==> run_1/route_heat.png <==
16 x 16 tiles, from dark purple (low) to yellow (high), scaled to the fullest tile. Values are wire area over tile area, all layers added.
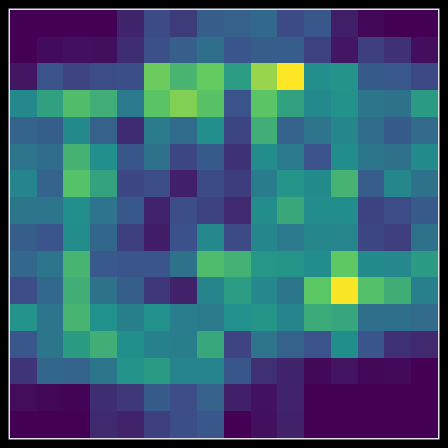
==> run_1/layers.png <==
Only two layers are drawn.
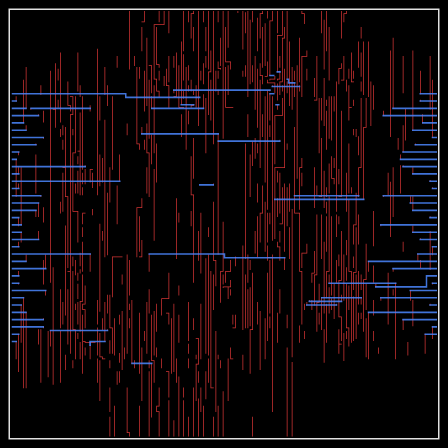
==> run_1/ff_map.png <==
Bar = 20 microns. Other sequential cells in the stronger gray, the rest of the logic in the fainter gray.
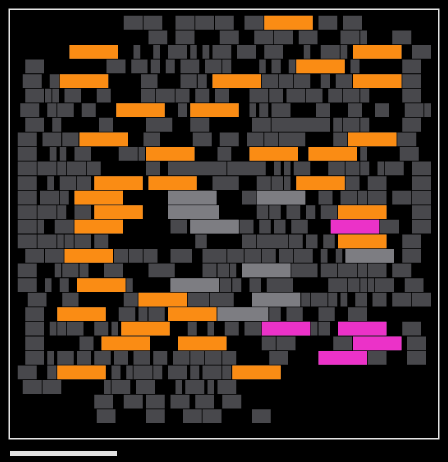
==> run_1/util_map.png <==
Bar = 20 microns. 8 x 8 tiles, from dark purple (low) to yellow (high), 0 to 100% covered.
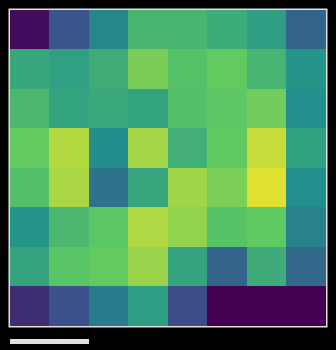
**config.mk**
```make
export PLATFORM = sky130hd
export DESIGN_NAME = regfile_write_arbiter
export DESIGN_NICKNAME = d
export VERILOG_FILES = /design/src/rtl/regfile_write_arbiter.sv
export SDC_FILE = /design/constraint.sdc
export NUM_CORES = 1
export LEC_CHECK = 0
export ABC_AREA = 0
export CORE_UTILIZATION = 40
export DETAILED_ROUTE_END_ITERATION = 10
export PLACE_DENSITY = 0.84
export SLEW_MARGIN = 20
export SYNTH_ARGS = -nofsm -noshare
export SYNTH_HDL_FRONTEND = slang
export SYNTH_SLANG_ARGS = --single-unit
```
**constraint.sdc**
```tcl
create_clock -name Clk -period 2.2 [get_ports Clk]
set_clock_uncertainty 0.1 [all_clocks]
set_input_delay 0.22 -clock Clk [delete_from_list [all_inputs] [get_ports Clk]]
set_output_delay 0.22 -clock Clk [all_outputs]
set_load 0.03 [all_outputs]
```
**src/rtl/regfile_write_arbiter.sv**
```systemverilog
// Round-robin arbiter sharing the register file write port between the ALU (A)
// and load (B) writeback paths, with an optional post-reset zero sweep of R1..R31.
module regfile_write_arbiter #(
  parameter bit INIT_EN = 1'b1
) (
  input  logic        Clk,
  input  logic        Reset,
  input  logic        reqA_valid,
  input  logic [4:0]  reqA_rd,
  input  logic [31:0] reqA_data,
  output logic        reqA_ready,
  input  logic        reqB_valid,
  input  logic [4:0]  reqB_rd,
  input  logic [31:0] reqB_data,
  output logic        reqB_ready,
  output logic [4:0]  RD,
  output logic [31:0] dataRD,
  output logic        RW,
  output logic        busy
);

  localparam logic [0:0] ST_INIT = 1'b0;
  localparam logic [0:0] ST_RUN  = 1'b1;
  localparam logic [0:0] ST_RESET = INIT_EN ? ST_INIT : ST_RUN;

  localparam logic PTR_A = 1'b0;
  localparam logic PTR_B = 1'b1;

  localparam logic [4:0] LAST_REG = 5'd31;

  logic [0:0]  state_q, state_d;
  logic [4:0]  cnt_q, cnt_d;
  logic        ptr_q, ptr_d;
  logic [4:0]  rd_q, rd_d;
  logic [31:0] data_q, data_d;
  logic        rw_q, rw_d;
  logic        busy_q, busy_d;

  logic        run;
  logic        grant_a;
  logic        grant_b;

  // Readies are gated by Reset so no grant is offered while reset is held,
  // even when INIT_EN=0 parks the state in RUN.
  assign run     = (state_q == ST_RUN) && !Reset;
  assign grant_a = run && reqA_valid && (!reqB_valid || (ptr_q == PTR_A));
  assign grant_b = run && reqB_valid && (!reqA_valid || (ptr_q == PTR_B));

  assign reqA_ready = grant_a;
  assign reqB_ready = grant_b;

  always_comb begin
    // NOTE: every next-state signal gets a default first so no path leaves
    // it unassigned, which would otherwise infer a latch.
    state_d = state_q;
    cnt_d   = cnt_q;
    ptr_d   = ptr_q;
    rd_d    = rd_q;
    data_d  = data_q;
    rw_d    = 1'b0;
    busy_d  = busy_q;

    if (state_q == ST_INIT) begin
      rw_d   = 1'b1;
      rd_d   = cnt_q;
      data_d = '0;
      cnt_d  = cnt_q + 5'd1;
      if (cnt_q == LAST_REG) begin
        state_d = ST_RUN;
        busy_d  = 1'b0;
      end
    end else if (grant_a) begin
      rd_d   = reqA_rd;
      data_d = reqA_data;
      rw_d   = (reqA_rd != 5'd0);
      ptr_d  = PTR_B;
    end else if (grant_b) begin
      rd_d   = reqB_rd;
      data_d = reqB_data;
      rw_d   = (reqB_rd != 5'd0);
      ptr_d  = PTR_A;
    end
  end

  // NOTE: sequential state uses non-blocking assignments so all registers
  // update together from the same pre-edge values.
  always_ff @(posedge Clk or posedge Reset) begin
    if (Reset) begin
      state_q <= ST_RESET;
      cnt_q   <= 5'd1;
      ptr_q   <= PTR_A;
      rd_q    <= '0;
      data_q  <= '0;
      rw_q    <= 1'b0;
      busy_q  <= INIT_EN;
    end else begin
      state_q <= state_d;
      cnt_q   <= cnt_d;
      ptr_q   <= ptr_d;
      rd_q    <= rd_d;
      data_q  <= data_d;
      rw_q    <= rw_d;
      busy_q  <= busy_d;
    end
  end

  assign RD     = rd_q;
  assign dataRD = data_q;
  assign RW     = rw_q;
  assign busy   = busy_q;

endmodule

```
==> flow_metrics.env, run 1 <==
# source this file to load flow results
export IMPL_adder_share_pct=1.03
export IMPL_top_layer_used="met4"
export IMPL_critPathKind="input pin to output port"
export IMPL_cpPeakStageDelay_ns=0.62
export IMPL_holdWs_ns=0.350
export IMPL_rows=28
export IMPL_startpoint_type="input pin"
export IMPL_final_nets=440
export IMPL_p_per_area_nw_per_um2=705
export IMPL_ys_sh_mux_pct=0.928
export IMPL_warning_count=26
export IMPL_cts_setup_buffers=0
export IMPL_layout_setup_ws_ns=0.147
export IMPL_route_met3_wl_microns=529
export IMPL_grt_max_degree=40
export IMPL_p_leak_nw=1.57
export IMPL_layout_min_cycle_time_ns=2.05
export IMPL_root_buffer="clkbuf_8"
export IMPL_end_kind="output port"
export IMPL_cts_resized=0
export IMPL_top_cell_area_share_pct=45.4
export IMPL_ys_area_sq_um=2430
export IMPL_cts_tree="yes"
export IMPL_path_buffers=2
export IMPL_track_usage_pct=22.7
export IMPL_grt_overflow=0
export IMPL_place_ws_ns=-0.122
export IMPL_status="completed"
export IMPL_place_gp_congestion=0.821
export IMPL_antenna_found_initial=0
export IMPL_ys_seq_elements=46
export IMPL_maxSlewHeadroom_pct=47.0
export IMPL_viasPerCell=5.63
export IMPL_period_used_pct=93.3
export IMPL_fin_util_pct=64.9
export IMPL_hold_viol=0
export IMPL_synth_cell_type_count=33
export IMPL_diodes=0
export IMPL_wl_met2_microns=3510
export IMPL_compound_area_share_pct=26.5
export IMPL_instances_no_fill=436
export IMPL_crit_fanout=39
export IMPL_final_cell_mix="clkdlybuf4s50_1 (116), dfrtp_1 (44), inv_1 (35), nand3_1 (35), o211ai_1 (32)"
export IMPL_finalSetupTns_ns=0
export IMPL_initial_core_util_pct=41.2
export IMPL_top_cells_by_area="dfrtp_1 (45%), o311ai_0 (10%), o211ai_1 (9.9%)"
export IMPL_simple_gate_share_pct=12.1
-- route_heat.png (at the start) --
mean over tiles = 0.18
fullest tile = 0.54
tiles over half the peak = 19%

-- layers.png (at the start) --
red -> M2  # wire length 3,510 microns
blue -> M3  # wire length 529 microns

-- ff_map.png (at the start) --
orange -> dataRD  # placed flops 32, where widely spread
magenta -> RD  # placed flops 5, where bottom right
not colored = 9

-- util_map.png (at the start) --
fullest tile = 95%
mean over tiles = 58%
nearly empty tiles = 4.7%
emptiest ninth of the die = bottom right
tiles over 75% full = 27%

run 1: area by class of cell:
cell class	count	area (sq um)	area share [%]
clock inverter	2	60.1	1.57
sequential	46	1150	30.2
timing repair buffer	129	1270	33.3
multi-input combinational	142	1020	26.8
clock buffer	6	82.6	2.16
inverter	36	135	3.54
tap	75	93.8	2.46
run 1: final timing paths:
| kind | start | end | slack, ns | depth (start not counted) |
|---|---|---|---|---|
| setup reg to reg | state_q$_DFF_PP0_ | dataRD[29]$_DFFE_PP0P_ | 0.58 | 3 |
| hold / removal | Reset | dataRD[16]$_DFFE_PP0P_ | 0.35 | 3 |
| max in group asynchronous | Reset | cnt_q[0]$_DFFE_PP1N_ | 1.12 | 4 |
| setup / recovery | reqA_valid | reqA_ready | 0.15 | 4 |
| min in group Clk | busy$_DFFE_PP1P_ | busy$_DFFE_PP1P_ | 0.39 | 1 |
| hold reg to reg | busy$_DFFE_PP1P_ | busy$_DFFE_PP1P_ | 0.39 | 1 |
run 1: state kept, by name (all words and copies together) (netlist names):
register and count:
RW 1, cnt_q 5, RD 5, ptr_q 1, state_q 1, dataRD 32
busy 1
run 1: tightest hold or removal path, cell delays in order:
cell             delay [ns]
clkdlybuf4s50_1        0.45
buf_4                  0.18
inv_2                  0.33
run 1: report_power, final:
group	internal, mW	switching (mW)	total (mW)
clock	0.485	0.289	0.774
combinational	0.425	0.468	0.892
sequential	0.958	0.0702	1.03
run 1: layer usage:
layer / GRT usage (%) / up-vias
met5: 0 / -
met3: 5.83 / 6
met2: 37.9 / 114
li1: - / 1159
met4: 4.46 / 0
met1: 29.7 / 1175
==> inputs of run 2 (changes only) <==
--- a/config.mk
+++ b/config.mk
@@ -6,6 +6,7 @@
 export NUM_CORES = 1
 export LEC_CHECK = 0
 export ABC_AREA = 0
+export CORE_MARGIN = 2
 export CORE_UTILIZATION = 40
 export DETAILED_ROUTE_END_ITERATION = 10
 export PLACE_DENSITY = 0.84
==> flow_metrics.env, run 2 <==
# source this file to load flow results
export IMPL_place_gp_congestion=0.848
export IMPL_ys_area_sq_um=2430
export IMPL_diodes=0
export IMPL_final_cell_mix="clkdlybuf4s50_1 (116), dfrtp_1 (44), inv_1 (35), nand3_1 (35), o211ai_1 (32)"
export IMPL_p_sw_share_pct=33.3
export IMPL_layout_min_cycle_time_ns=2.02
export IMPL_grt_overflow=0
export IMPL_grt_max_degree=40
export IMPL_pwr_share_seq_pct=42.9
export IMPL_top_cell_area_share_pct=45.4
export IMPL_gr_usage_met3_pct=5.71
export IMPL_seq_area_sq_um=1150
export IMPL_maxSlewHeadroom_pct=49.2
export IMPL_top_cells_by_area="dfrtp_1 (45%), o311ai_0 (10%), o211ai_1 (9.9%)"
export IMPL_cpPeakStageDelay_ns=0.60
export IMPL_route_met3_wl_microns=677
export IMPL_end_kind="output port"
export IMPL_warning_count=26
export IMPL_logic_area_sq_um=1020
export IMPL_instances_no_fill=434
export IMPL_layout_setup_ws_ns=0.181
export IMPL_holdWs_ns=0.387
export IMPL_p_comb_share_pct=37.1
export IMPL_status="completed"
export IMPL_cts_setup_buffers=0
export IMPL_viasPerCell=5.62
export IMPL_antenna_found_initial=0
export IMPL_cts_tree="yes"
export IMPL_grt_busiest_layer="met2"
export IMPL_grtUsageMet2_pct=35.8
export IMPL_ys_seq_elements=46
export IMPL_wl_met2_microns=3400
export IMPL_crit_fanout=39
-- run 2: cell counts after synthesis --
No cell type changed its count.
-- run 2: power by group through the flow --
stage	Combinational (mW)	Sequential, mW	Clock (mW)
after floorplan	0.240	1.25	0
after global placement	0.876	1.04	0
after detailed placement	0.891	1.04	0
after CTS	0.895	1.03	0.494
after global routing	0.948	1.04	0.542
final	0.889	1.03	0.479
-- run 2: kinds of logic after synthesis --
group / Yosys count / share of synthesized area, %
buffers and inverters: 63 / 10.9
multiplexers: 2 / 0.928
AND/OR/NAND/NOR: 56 / 12.1
flip-flops: 46 / 47.5
adder cells (fa/ha/maj): 2 / 1.03
AND-OR/OR-AND: 79 / 26.5
XOR/XNOR: 3 / 1.08
-- run 2: worst max-delay path, delay by kind of cell --
kind          cells  cell delay [ns]
buf+inv           2             0.84
simple gates      2             0.63
-- run 2: final cells by class --
type                            instances  area share (%)
Clock buffer                            7            2.04
Inverter                               36            3.62
Multi-Input combinational cell        142            27.4
Sequential cell                        46            30.9
Tap cell                               75            2.51
Timing Repair Buffer                  128            33.5
-- run 2: worst paths after layout --
kind                                        start                      to  slack, ns  depth (start not counted)
worst max register to register  state_q$_DFF_PP0_  dataRD[18]$_DFFE_PP0P_       0.43                          3
worst min-delay path             busy$_DFFE_PP1P_        busy$_DFFE_PP1P_       0.39                          1
worst min register to register   busy$_DFFE_PP1P_        busy$_DFFE_PP1P_       0.39                          1
max in group asynchronous                   Reset  dataRD[12]$_DFFE_PP0P_       0.96                          4
min in group asynchronous                   Reset    cnt_q[1]$_DFFE_PP0N_       0.46                          3
worst max-delay path                   reqA_valid              reqA_ready       0.18                          4
==> run_2/util_map.png <==
Bar = 20 microns. 8 x 8 tiles, from dark purple (low) to yellow (high), 0 to 100% covered.
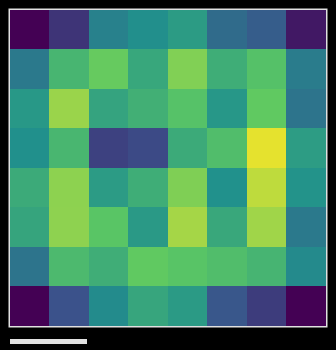
tiles over 75% full = 19%
mean over tiles = 54%
fullest tile = 96%
nearly empty tiles = 4.7%
Starting Density: 41.2%
post-layout util: 63.4%

==> run_2/route_heat.png <==
16 x 16 tiles, from dark purple (low) to yellow (high), scaled to the fullest tile. Values are wire area over tile area, all layers added.
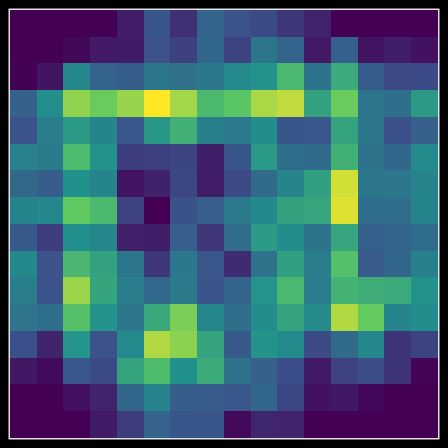
densest ninth of the die = right middle
tiles over half the peak = 23%
nearly empty tiles = 10%
emptiest ninth of the die = bottom right
mean over tiles = 0.17
fullest tile = 0.49
Routed WL: 7020 microns
Total GRT Usage: 21.3%
mean routed wirelength per cell: 16.2 microns
vias post-DR: 2,439

Power is estimated from default activity; no workload was simulated.
